<file path="config.mk">
export PLATFORM = sky130hd
export DESIGN_NAME = sqwave_meas_flat
export DESIGN_NICKNAME = d
export VERILOG_FILES = /design/src/rtl/sqwave_pkg.sv /design/src/rtl/sqwave_meas_if.sv /design/src/rtl/sync_edge_det.sv /design/src/rtl/sqwave_meas.sv /design/src/flat_wrapper.sv
export SDC_FILE = /design/constraint.sdc
export NUM_CORES = 1
export LEC_CHECK = 0
export CORE_MARGIN = 5
export CORE_UTILIZATION = 60
export DETAILED_ROUTE_END_ITERATION = 16
export PLACE_DENSITY_LB_ADDON = 0.08
export SYNTH_ARGS = -nofsm -noshare
export SYNTH_HDL_FRONTEND = slang
export SYNTH_SLANG_ARGS = --single-unit
</file>
<file path="constraint.sdc">
create_clock -name clk -period 4.8 [get_ports clk]
set_clock_uncertainty 0.05 [all_clocks]
set_input_delay 0.72 -clock clk [delete_from_list [all_inputs] [get_ports clk]]
set_output_delay 0.72 -clock clk [all_outputs]
set_load 0.005 [all_outputs]
</file>
<file path="src/rtl/sqwave_pkg.sv">
// Shared definitions for the square-wave measurement block and its generator.
package sqwave_pkg;

  localparam int unsigned HI_W_DEF        = 16;
  localparam int unsigned LO_W_DEF        = 10;
  localparam int unsigned SYNC_STAGES_DEF = 2;

  typedef enum logic [1:0] {
    ARM  = 2'd0,
    HIGH = 2'd1,
    LOW  = 2'd2
  } meas_state_e;

  // Width of a counter that has to hold either duration.
  function automatic int unsigned max_w(input int unsigned a, input int unsigned b);
    return (a > b) ? a : b;
  endfunction

endpackage

</file>
<file path="src/rtl/sqwave_meas_if.sv">
// Measurement-path signals: waveform and enable in, durations and flags out.
interface sqwave_meas_if
  import sqwave_pkg::*;
#(
  parameter int unsigned HI_W = HI_W_DEF,
  parameter int unsigned LO_W = LO_W_DEF
) ();

  logic            sig_in;
  logic            meas_en;
  logic [HI_W-1:0] hi_count;
  logic [LO_W-1:0] lo_count;
  logic            meas_valid;
  logic            stuck_hi;
  logic            stuck_lo;
  logic            level;

  modport master (
    output sig_in, meas_en,
    input  hi_count, lo_count, meas_valid, stuck_hi, stuck_lo, level
  );

  modport slave (
    input  sig_in, meas_en,
    output hi_count, lo_count, meas_valid, stuck_hi, stuck_lo, level
  );

endinterface

</file>
<file path="src/rtl/sync_edge_det.sv">
// Synchronizer for an asynchronous level plus registered edge detection.
// s, rise and fall update on the same edge, so rise implies s==1 this cycle
// and s==0 the cycle before. STAGES must be at least 2.
module sync_edge_det #(
  parameter int unsigned STAGES = 2
) (
  input  logic clk,
  input  logic reset,
  input  logic d,
  output logic s,
  output logic rise,
  output logic fall
);

  logic [STAGES-1:0] sync_q;
  logic              s_d;

  // Synchronizer chain, delayed level and edge flags.
  always_ff @(posedge clk or posedge reset) begin
    if (reset) begin
      sync_q <= '0;
      s_d    <= 1'b0;
      rise   <= 1'b0;
      fall   <= 1'b0;
    end else begin
      sync_q <= {sync_q[STAGES-2:0], d};
      s_d    <= sync_q[STAGES-1];
      rise   <= sync_q[STAGES-1] & ~s_d;
      fall   <= ~sync_q[STAGES-1] & s_d;
    end
  end

  assign s = s_d;

endmodule

</file>
<file path="src/rtl/sqwave_meas.sv">
// Measures high and low durations of a square wave, one full period at a time.
// A period is reported on the rise that closes it; the edge cycle counts as
// cycle 1 of the new level.
module sqwave_meas
  import sqwave_pkg::*;
#(
  parameter int unsigned HI_W        = HI_W_DEF,
  parameter int unsigned LO_W        = LO_W_DEF,
  parameter int unsigned SYNC_STAGES = SYNC_STAGES_DEF
) (
  input  logic         clk,
  input  logic         reset,
  sqwave_meas_if.slave bus
);

  localparam int unsigned    CNT_W  = max_w(HI_W, LO_W);
  localparam logic [CNT_W-1:0] HI_MAX = CNT_W'({HI_W{1'b1}});
  localparam logic [CNT_W-1:0] LO_MAX = CNT_W'({LO_W{1'b1}});
  localparam logic [CNT_W-1:0] ONE    = CNT_W'(1);

  logic s, rise, fall;

  meas_state_e     state_q, state_n;
  logic [CNT_W-1:0] cnt_q, cnt_n;
  logic [HI_W-1:0]  hi_tmp_q, hi_tmp_n;
  logic [HI_W-1:0]  hi_count_q, hi_count_n;
  logic [LO_W-1:0]  lo_count_q, lo_count_n;
  logic             valid_q, valid_n;
  logic             stuck_hi_q, stuck_hi_n;
  logic             stuck_lo_q, stuck_lo_n;

  sync_edge_det #(
    .STAGES(SYNC_STAGES)
  ) u_sync (
    .clk  (clk),
    .reset(reset),
    .d    (bus.sig_in),
    .s    (s),
    .rise (rise),
    .fall (fall)
  );

  // State, counter and output registers.
  always_ff @(posedge clk or posedge reset) begin
    if (reset) begin
      state_q    <= ARM;
      cnt_q      <= '0;
      hi_tmp_q   <= '0;
      hi_count_q <= '0;
      lo_count_q <= '0;
      valid_q    <= 1'b0;
      stuck_hi_q <= 1'b0;
      stuck_lo_q <= 1'b0;
    end else begin
      state_q    <= state_n;
      cnt_q      <= cnt_n;
      hi_tmp_q   <= hi_tmp_n;
      hi_count_q <= hi_count_n;
      lo_count_q <= lo_count_n;
      valid_q    <= valid_n;
      stuck_hi_q <= stuck_hi_n;
      stuck_lo_q <= stuck_lo_n;
    end
  end

  // Next-state and measurement logic; disable overrides everything.
  always_comb begin
    state_n    = state_q;
    cnt_n      = cnt_q;
    hi_tmp_n   = hi_tmp_q;
    hi_count_n = hi_count_q;
    lo_count_n = lo_count_q;
    valid_n    = 1'b0;
    stuck_hi_n = stuck_hi_q;
    stuck_lo_n = stuck_lo_q;

    if (!bus.meas_en) begin
      state_n = ARM;
      cnt_n   = '0;
    end else begin
      unique case (state_q)
        ARM: begin
          // A level already in progress is partial, so wait for a real rise.
          if (rise) begin
            cnt_n   = ONE;
            state_n = HIGH;
          end
        end
        HIGH: begin
          if (fall) begin
            hi_tmp_n = cnt_q[HI_W-1:0];
            cnt_n    = ONE;
            state_n  = LOW;
          end else if (s && (cnt_q == HI_MAX)) begin
            stuck_hi_n = 1'b1;
            cnt_n      = '0;
            state_n    = ARM;
          end else if (s) begin
            cnt_n = cnt_q + ONE;
          end
        end
        LOW: begin
          if (rise) begin
            hi_count_n = hi_tmp_q;
            lo_count_n = cnt_q[LO_W-1:0];
            valid_n    = 1'b1;
            stuck_hi_n = 1'b0;
            stuck_lo_n = 1'b0;
            cnt_n      = ONE;
            state_n    = HIGH;
          end else if (!s && (cnt_q == LO_MAX)) begin
            stuck_lo_n = 1'b1;
            cnt_n      = '0;
            state_n    = ARM;
          end else if (!s) begin
            cnt_n = cnt_q + ONE;
          end
        end
        default: begin
          cnt_n   = '0;
          state_n = ARM;
        end
      endcase
    end
  end

  assign bus.hi_count   = hi_count_q;
  assign bus.lo_count   = lo_count_q;
  assign bus.meas_valid = valid_q;
  assign bus.stuck_hi   = stuck_hi_q;
  assign bus.stuck_lo   = stuck_lo_q;
  assign bus.level      = s;

endmodule

</file>
<file path="src/flat_wrapper.sv">
// flat-port wrapper written by rule: the top's interface ports become plain ports
module sqwave_meas_flat import sqwave_pkg::*;
#(
  parameter int unsigned HI_W        = HI_W_DEF,
  parameter int unsigned LO_W        = LO_W_DEF,
  parameter int unsigned SYNC_STAGES = SYNC_STAGES_DEF
)
  (clk, reset, bus_sig_in, bus_meas_en, bus_hi_count, bus_lo_count, bus_meas_valid, bus_stuck_hi, bus_stuck_lo, bus_level);
  sqwave_meas_if #(.HI_W(HI_W), .LO_W(LO_W)) bus_i ();
  input  logic clk;
  input  logic reset;
  input wire logic [$bits(bus_i.sig_in)-1:0] bus_sig_in;
  input wire logic [$bits(bus_i.meas_en)-1:0] bus_meas_en;
  output wire logic [$bits(bus_i.hi_count)-1:0] bus_hi_count;
  output wire logic [$bits(bus_i.lo_count)-1:0] bus_lo_count;
  output wire logic [$bits(bus_i.meas_valid)-1:0] bus_meas_valid;
  output wire logic [$bits(bus_i.stuck_hi)-1:0] bus_stuck_hi;
  output wire logic [$bits(bus_i.stuck_lo)-1:0] bus_stuck_lo;
  output wire logic [$bits(bus_i.level)-1:0] bus_level;
  assign bus_i.sig_in = bus_sig_in;
  assign bus_i.meas_en = bus_meas_en;
  assign bus_hi_count = bus_i.hi_count;
  assign bus_lo_count = bus_i.lo_count;
  assign bus_meas_valid = bus_i.meas_valid;
  assign bus_stuck_hi = bus_i.stuck_hi;
  assign bus_stuck_lo = bus_i.stuck_lo;
  assign bus_level = bus_i.level;
  sqwave_meas #(.HI_W(HI_W), .LO_W(LO_W), .SYNC_STAGES(SYNC_STAGES)) u_core (.clk(clk), .reset(reset), .bus(bus_i));
endmodule
</file>
### Cells by drive strength

The bar under the picture is 20 microns long.
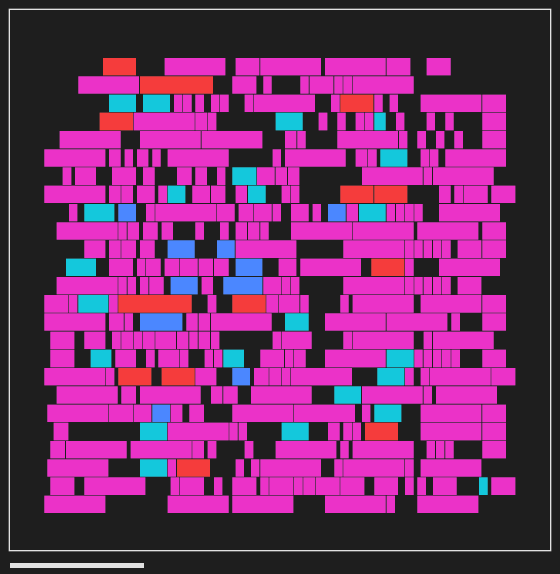
cyan -> _2 cells  # cells 23
red -> _6 and larger  # cells 13
blue -> _3 and _4 cells  # cells 10
magenta -> _0 and _1 cells  # cells 296

### Metal 1

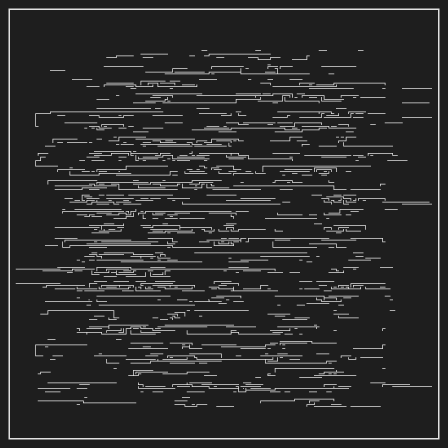
share of all routed wire = 47%
longest straight run = 27.1 microns

==> reports/results.txt <==
outcome - finished, final reports clean
worst ir drop on vdd - 264 uV
Global Route Usage Sum - 21.6%
maximum level of the CTS H-tree - 3
I/O pin cnt - 34
Crit. End Element - flip-flop
worst slack at placement - 1.49 ns
r2r setup slk - 2.46 ns
Clock Pin Slew Worst Setup and Hold Paths - 0.07 ns
vias per cell - 5.44
DR WL/cell - 14.3 microns
Top cells excl fill/tap - 99 x nand2_1, 68 x dfrtp_1, 33 x clkdlybuf4s50_1, 17 x o21ai_0, 14 x nor2_1
Residual DRC - 0
crit path from - bus_meas_en
initial antenna violation count - 0
Biggest Area Class - sequential cells
crit share post-route - 62.7%
Layout Nets - 343
# Taps - 67
Synth Warn # - 0
Yosys reg bits - 68
Seq pwr share - 50.5%
hold buffers post-CTS - 0
Comb gates - 214
area delta synth->final - 20.4%
final WL - 5860 microns
crit path cell chain - clkdlybuf4s50_1 > and3b_1 > nand2_1 > buf_4 > clkinv_1 > nand2_1 > nand2_1
Clk pwr share - 45.1%
Cell area leaders - dfrtp_1 57%, nand2_1 12%, mux2_2 4.5%, o21ai_0 2.8%, nor2_1 1.8%
CP most frequent cell - nand2_1
Worst R2R Start - u_core.cnt_q[0]
post-synth top area cell - dfrtp_1
Syn Area/Cell - 9.86 sq um
Final Hold Viols - 0
core area - 4790 sq um
Gates resized, CTS repair - 0
Max FO, Critical Path - 29
required time of the critical path - 4.97 ns
ant diodes - 0
worst slew pin tran - 0.826 ns
RSZ-0062 raised after global routing - no
CTS tree - yes
P_seq - 0.588 mW
leakage power figure - 1.67 nW
share of layout cells above drive strength 1 - 13.5%
die height - 80.6 microns
logic area - 1200 sq um
postcts setup bufs - 0
register share after synthesis - 57.0%
Post-Synthesis Cells - 303
Pre-Repair DR Iteration Count - 5
Cell Area, Synth - 2990 sq um
final setup margin - 1.79 ns
CTS root buffer - clkbuf_8
WS Path Type - input port to flip-flop
clk_buf instances - 11
CP startpoint kind - input port
vias in the first global route - 2,212
r2r endpoint - u_core.cnt_q[2]
Non-CTS inverters - 8
area share, top type - 57.0%
Comb power frac - 4.3%
Filler cells - 361
logic share of the area - 33.3%
prevailing post-synth register cell - dfrtp_1
R2R cell count - 6
clk cell area share - 6.23%
area reported by Yosys stat - 2990 sq um
CP max-delay cell - clkdlybuf4s50_1
yosys cell count - 303
dpl hpwl - 3960 microns
Critical Path AT - 3.18 ns
portion of the layout cell area used by non-clock buffers - 10.0%
Worst Hold Class - flip-flop to flip-flop
Max Fclk - 0.332 GHz
syn_nets - 308
via count - 2,225
OpenROAD warning count - 26
Async SR Flop Fraction - 100%
routability cong. - 0.832
CP endpoint - u_core.bus.hi_count[3]
CP peak stage delay - 0.72 ns
Buffers on Ports - 33
Top power group - registers
largest net degree at the start of global routing - 43
switching fraction of total power - 21.4%
### The clock network

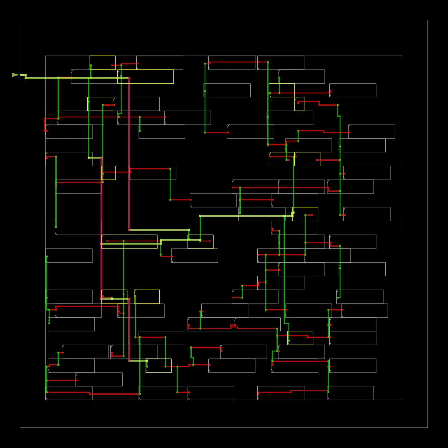
Clock Latency Late Sink: 0.34 ns
CTS sink cnt: 68
num sequential: 68
CTS buffer count: 9

==> cells by family (layout without fill, tap and decap cells) <==
group           count (synthesis)  after routing  share of synthesized area [%]
simple gates                  146            146                           22.5
buf+inv                        21             60                           2.93
compound gates                 49             49                           10.8
xor+xnor                        3              3                          0.880
fa+ha+maj                       1              1                          0.419
flops                          68             68                           57.0
mux                            15             15                           5.53
==> per-layer routing <==
layer | up-vias | share of wire (%) | global-route usage (%) | wire length (microns)
li1 | 1091 | - | - | -
met1 | 1067 | 47 | 29.6 | 2760
met2 | 56 | 46 | 31.8 | 2710
met3 | 11 | 4.8 | 4.60 | 282
met4 | 0 | 1.8 | 12.5 | 105
met5 | - | 0 | 0 | 0
==> worst min-delay path by stage <==
stage,startpoint,endpoint,slack (ns)
final,u_core.u_sync.sync_q[0],u_core.u_sync.sync_q[1],0.30
after global routing,u_core.u_sync.sync_q[0],u_core.u_sync.sync_q[1],0.33
after CTS,u_core.u_sync.sync_q[0],u_core.u_sync.sync_q[1],0.30
after detailed placement,u_core.u_sync.sync_q[0],u_core.u_sync.sync_q[1],0.29
after global placement,u_core.u_sync.sync_q[0],u_core.u_sync.sync_q[1],0.28
after floorplan,u_core.u_sync.sync_q[0],u_core.u_sync.sync_q[1],0.28
==> stage by stage <==
step	std cells	cell area, sq um	hold slack, ns	total power, mW	utilization (%)
after global placement	394	3370	0.285	0.649	70.5
after CTS	409	3600	0.304	1.17	75.2
final	409	3600	0.303	1.16	75.2
after global routing	409	3600	0.334	1.21	75.2
after floorplan	303	2990	0.281	0.632	-
after detailed placement	394	3370	0.293	0.650	70.5
==> critical path: cells and delay by family <==
| kind | cells | cell delay (ns) |
|---|---|---|
| buffers and inverters | 3 | 1.66 |
| AND/OR/NAND/NOR | 4 | 0.78 |
No activity file was given, so power comes from the tool's default toggle rates.
